`config.mk`:
```
export PLATFORM = sky130hd
export DESIGN_NAME = ftdi_stream_bridge
export DESIGN_NICKNAME = d
export VERILOG_FILES = /design/src/rtl/ftdi_pkg.sv /design/src/rtl/ftdi_sync_fifo.sv /design/src/rtl/ftdi_stream_bridge.sv
export SDC_FILE = /design/constraint.sdc
export NUM_CORES = 1
export LEC_CHECK = 0
export ABC_CLOCK_PERIOD_IN_PS = 9200
export CAP_MARGIN = 20
export CORE_MARGIN = 8
export CORE_UTILIZATION = 57
export DETAILED_ROUTE_END_ITERATION = 6
export GPL_TIMING_DRIVEN = 0
export PLACE_DENSITY_LB_ADDON = 0.2
export SLEW_MARGIN = 20
export SYNTH_ARGS = -nofsm -noshare
export SYNTH_HDL_FRONTEND = slang
export SYNTH_SLANG_ARGS = --single-unit
```
`constraint.sdc`:
```
create_clock -name in_clk -period 9.2 [get_ports in_clk]
set_clock_uncertainty 0.05 [all_clocks]
set_input_delay 1.38 -clock in_clk [delete_from_list [all_inputs] [get_ports in_clk]]
set_output_delay 1.38 -clock in_clk [all_outputs]
set_load 0.03 [all_outputs]
```
`src/rtl/ftdi_pkg.sv`:
```
// Shared FTDI bridge definitions: byte width, default FIFO geometry and
// the TX/RX handshake state encodings.
package ftdi_pkg;
  localparam int BYTE_W    = 8;
  localparam int DEF_DEPTH = 16;
  localparam int DEF_AW    = 4;

  typedef enum logic [1:0] {
    TX_IDLE   = 2'd0,
    TX_REQ    = 2'd1,
    TX_ACKLOW = 2'd2
  } tx_state_e;

  typedef enum logic {
    RX_IDLE = 1'b0,
    RX_ACK  = 1'b1
  } rx_state_e;
endpackage

```
`src/rtl/ftdi_sync_fifo.sv`:
```
// First-word-fall-through synchronous FIFO; head byte is always visible
// at out_rdata while not empty.
module ftdi_sync_fifo
  import ftdi_pkg::*;
#(
  parameter int DEPTH = DEF_DEPTH,
  parameter int AW    = DEF_AW
) (
  input  logic              in_clk,
  input  logic              in_rst,
  input  logic              in_push,
  input  logic [BYTE_W-1:0] in_wdata,
  input  logic              in_pop,
  output logic [BYTE_W-1:0] out_rdata,
  output logic              out_full,
  output logic              out_empty,
  output logic [AW:0]       out_level
);
  logic [BYTE_W-1:0] mem [DEPTH];
  logic [AW-1:0]     wptr_q, wptr_d, rptr_q, rptr_d;
  logic [AW:0]       level_q, level_d;
  logic              do_push, do_pop;

  assign out_full  = (level_q == (AW+1)'(DEPTH));
  assign out_empty = (level_q == '0);
  assign out_level = level_q;
  assign out_rdata = mem[rptr_q];

  // A push while full is only taken when the head leaves on the same edge.
  assign do_push = in_push && (!out_full || in_pop);
  assign do_pop  = in_pop && !out_empty;

  always_comb begin
    wptr_d  = wptr_q + AW'(do_push);
    rptr_d  = rptr_q + AW'(do_pop);
    level_d = level_q;
    case ({do_push, do_pop})
      2'b10:   level_d = level_q + 1'b1;
      2'b01:   level_d = level_q - 1'b1;
      default: level_d = level_q;
    endcase
  end

  always_ff @(posedge in_clk or posedge in_rst) begin
    if (in_rst) begin
      wptr_q  <= '0;
      rptr_q  <= '0;
      level_q <= '0;
    end else begin
      wptr_q  <= wptr_d;
      rptr_q  <= rptr_d;
      level_q <= level_d;
    end
  end

  always_ff @(posedge in_clk) begin
    if (do_push) mem[wptr_q] <= in_wdata;
  end
endmodule

```
`src/rtl/ftdi_stream_bridge.sv`:
```
// Byte-stream bridge between a ready/valid user port and the four-phase
// FTDI controller handshakes, with one FWFT FIFO per direction.
module ftdi_stream_bridge
  import ftdi_pkg::*;
#(
  parameter int DEPTH = DEF_DEPTH,
  parameter int AW    = DEF_AW
) (
  input  logic              in_clk,
  input  logic              in_rst,
  input  logic              in_tx_valid,
  input  logic [BYTE_W-1:0] in_tx_byte,
  output logic              out_tx_ready,
  output logic              out_rx_valid,
  output logic [BYTE_W-1:0] out_rx_byte,
  input  logic              in_rx_ready,
  output logic              out_tx_hsk_req,
  input  logic              in_tx_hsk_ack,
  output logic [BYTE_W-1:0] out_tx_data,
  input  logic              in_rx_hsk_req,
  output logic              out_rx_hsk_ack,
  input  logic [BYTE_W-1:0] in_rx_data,
  output logic              out_rx_en,
  output logic [AW:0]       out_tx_level,
  output logic [AW:0]       out_rx_level
);
  tx_state_e         tx_state_q, tx_state_d;
  rx_state_e         rx_state_q, rx_state_d;
  logic              tx_req_q, tx_req_d, rx_ack_q, rx_ack_d, rx_en_q, rx_en_d;
  logic [BYTE_W-1:0] tx_data_q, tx_data_d, tx_head;
  logic              tx_full, tx_empty, tx_pop, rx_full, rx_empty, rx_push, rx_pop;
  logic [AW:0]       rx_free;
  logic              rx_en_gate;

  ftdi_sync_fifo #(.DEPTH(DEPTH), .AW(AW)) u_tx_fifo (
    .in_clk(in_clk), .in_rst(in_rst),
    .in_push(in_tx_valid && !tx_full), .in_wdata(in_tx_byte),
    .in_pop(tx_pop), .out_rdata(tx_head),
    .out_full(tx_full), .out_empty(tx_empty), .out_level(out_tx_level)
  );

  ftdi_sync_fifo #(.DEPTH(DEPTH), .AW(AW)) u_rx_fifo (
    .in_clk(in_clk), .in_rst(in_rst),
    .in_push(rx_push), .in_wdata(in_rx_data),
    .in_pop(rx_pop), .out_rdata(out_rx_byte),
    .out_full(rx_full), .out_empty(rx_empty), .out_level(out_rx_level)
  );

  assign out_tx_ready   = !tx_full;
  assign out_rx_valid   = !rx_empty;
  assign out_tx_hsk_req = tx_req_q;
  assign out_tx_data    = tx_data_q;
  assign out_rx_hsk_ack = rx_ack_q;
  assign out_rx_en      = rx_en_q;
  assign rx_pop         = !rx_empty && in_rx_ready;
  assign rx_free        = (AW+1)'(DEPTH) - out_rx_level;
  // Read-permission gate; held open, flow control comes from free space.
  assign rx_en_gate     = 1'b1;

  // New requests also wait for ack low, so a reset mid-handshake cannot
  // start a fresh transfer against a stale acknowledge.
  always_comb begin
    tx_state_d = tx_state_q;
    tx_req_d   = tx_req_q;
    tx_data_d  = tx_data_q;
    tx_pop     = 1'b0;
    case (tx_state_q)
      TX_IDLE: if (!tx_empty && !in_tx_hsk_ack) begin
        tx_data_d  = tx_head;
        tx_pop     = 1'b1;
        tx_req_d   = 1'b1;
        tx_state_d = TX_REQ;
      end
      TX_REQ: if (in_tx_hsk_ack) begin
        tx_req_d   = 1'b0;
        tx_state_d = TX_ACKLOW;
      end
      TX_ACKLOW: if (!in_tx_hsk_ack) tx_state_d = TX_IDLE;
      default: begin
        tx_req_d   = 1'b0;
        tx_state_d = TX_IDLE;
      end
    endcase
  end

  always_comb begin
    rx_state_d = rx_state_q;
    rx_ack_d   = rx_ack_q;
    rx_push    = 1'b0;
    rx_en_d    = rx_en_gate && (rx_free >= (AW+1)'(2));
    case (rx_state_q)
      RX_IDLE: if (in_rx_hsk_req && (!rx_full || rx_pop)) begin
        rx_push    = 1'b1;
        rx_ack_d   = 1'b1;
        rx_state_d = RX_ACK;
      end
      RX_ACK: if (!in_rx_hsk_req) begin
        rx_ack_d   = 1'b0;
        rx_state_d = RX_IDLE;
      end
      default: begin
        rx_ack_d   = 1'b0;
        rx_state_d = RX_IDLE;
      end
    endcase
  end

  always_ff @(posedge in_clk or posedge in_rst) begin
    if (in_rst) begin
      tx_state_q <= TX_IDLE;
      tx_req_q   <= 1'b0;
      tx_data_q  <= '0;
    end else begin
      tx_state_q <= tx_state_d;
      tx_req_q   <= tx_req_d;
      tx_data_q  <= tx_data_d;
    end
  end

  always_ff @(posedge in_clk or posedge in_rst) begin
    if (in_rst) begin
      rx_state_q <= RX_IDLE;
      rx_ack_q   <= 1'b0;
      rx_en_q    <= 1'b0;
    end else begin
      rx_state_q <= rx_state_d;
      rx_ack_q   <= rx_ack_d;
      rx_en_q    <= rx_en_d;
    end
  end
endmodule

```
Signal metal coverage by tile:
The die is cut into 32 by 32 equal tiles; dark blue is low, red is high, scaled to the fullest tile. Values are wire area over tile area, all layers added.
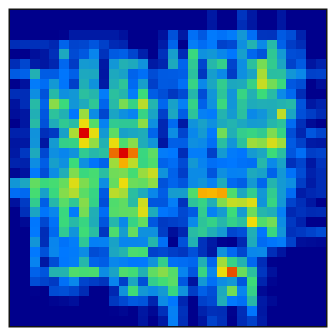
fullest tile: 0.60
tiles over half the peak: 10%
mean over tiles: 0.14
nearly empty tiles: 20%

Power grid:
Scale bar: 50 um. Pins as bars on the die edge. Tap cells in grey.
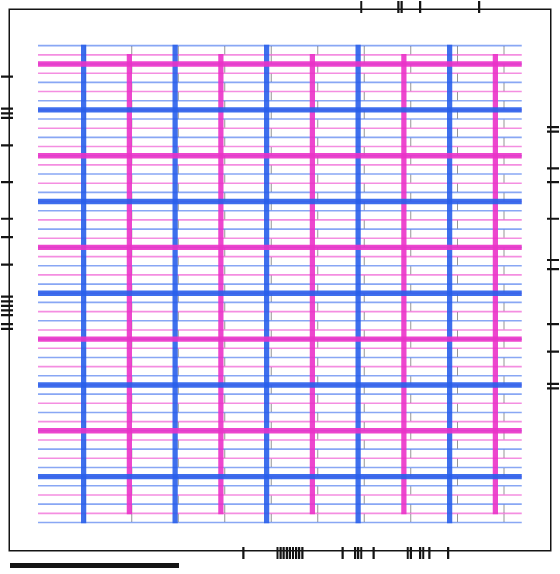
legend:
  blue:
    net: VSS
  magenta:
    net: VDD
met5 straps: 10
signal pins: 53
tap cells: 270
rows: 52
met4 straps: 10

==> logic make-up (layout without fill, tap and decap cells) <==
kind of cell               Yosys count  count (layout)  share of synthesized area, %
and+or+nand+nor                     87              87                         3.622
muxes                               82              82                         15.07
DFF                                296             296                         73.32
xor gates and xnor gates            20              20                         1.478
buffers and inverters               44             151                         1.996
adders and majority gates           20              20                         2.175
AOI/OAI and AO/OA                   45              45                         2.344
==> routing by layer <==
layer  wire length, um  up-vias  share of wire [%]  track usage [%]
li1                  -     2564                  -                -
met3              1216       36                5.2            3.522
met5                 0        -                  0                0
met2             12540      182                 54            33.59
met1              9038     2933                 39            22.65
met4               401        0                1.7            4.333
==> how the worst max path moves through the flow <==
stage	from	endpoint	depth (start not counted)
floorplan	in_tx_hsk_ack	u_tx_fifo.out_level[4]	10
global placement	in_rx_ready	u_rx_fifo.mem[2][6]	7
detailed placement	in_tx_hsk_ack	u_tx_fifo.out_level[4]	11
CTS	u_rx_fifo.rptr_q[1]	out_rx_byte[5]	5
global route	u_rx_fifo.rptr_q[1]	out_rx_byte[0]	5
finish	u_rx_fifo.rptr_q[1]	out_rx_byte[5]	5
==> through the flow <==
| step | area, um^2 | worst slack [ps] | std cells |
|---|---|---|---|
| final | 13760 | 4466 | 971 |
| after global routing | 13760 | 4287 | 971 |
| after CTS | 13760 | 4394 | 971 |
| after detailed placement | 12780 | 4654 | 919 |
| after global placement | 12710 | 4658 | 916 |
| after floorplan | 11850 | 5513 | 594 |
==> power by group through the flow <==
stage / clock network [uW] / logic (uW) / registers [uW]
final: 1220 / 1470 / 1730
after detailed placement: 0 / 1470 / 1750
after floorplan: 0 / 946 / 1810
after global routing: 1290 / 1580 / 1740
after CTS: 1230 / 1490 / 1730
after global placement: 0 / 1430 / 1740
==> ci_impl_report.md <==
### Yosys + OpenROAD results

| Metric | Value |
|---|---|
| Top post-synthesis cells by area | `edfxtp_1 65%, mux4_2 11%, dfrtp_1 8.4%` |
| Vias per cell | `slightly below 6` |
| Bufs w/o clock | `roughly 86` |
| Status | `complete, no violations` |
| R2r setup slk | `between 5000 and 6000 ps` |
| HP Class | `flop to flop` |
| Seq pwr share | `approximately two fifths` |
| Cts hold-fix bufs | `0` |
| Leakage power | `between 0.004 and 0.005 uW` |
| Slew margin rel. | `between 30 and 40%` |
| Fin crit period | `about 4700 ps` |
| Post-Syn Area | `11850 um^2` |
| Clock-cell share of area | `7.093%` |
| Crit-path cells | `clkbuf_1 > clkbuf_1 > mux4_2 > mux4_2 > clkdlybuf4s50_1` |
| GP Congestion | `0.7737` |
| Main flop type | `edfxtp_1` |
| Clock Buffer Count | `37` |
| DRT Pass-1 Iters | `5` |
| FP Rows | `roughly 52` |
| Largest class | `sequential cells` |
| FP Util | `between 50% and 60%` |
| Crit end category | `primary output` |
| Die Ht | `between 150 and 200 um` |
| Worst Hold End | `out_rx_hsk_ack` |
| Delay-heaviest family, CP | `buffers and inverters` |
| Synth top cell by count | `edfxtp_1` |
| # IOs | `roughly 53` |
| Reg clk slew, reported paths | `approximately 60 ps` |
| Fin Hold WS | `421.1 ps` |
| Layout cells sized above 1 | `18.83%` |
| Stage-log warning count | `29` |
| Worst Tran Pin Value | `about 940 ps` |
Power is estimated from default activity; no workload was simulated.
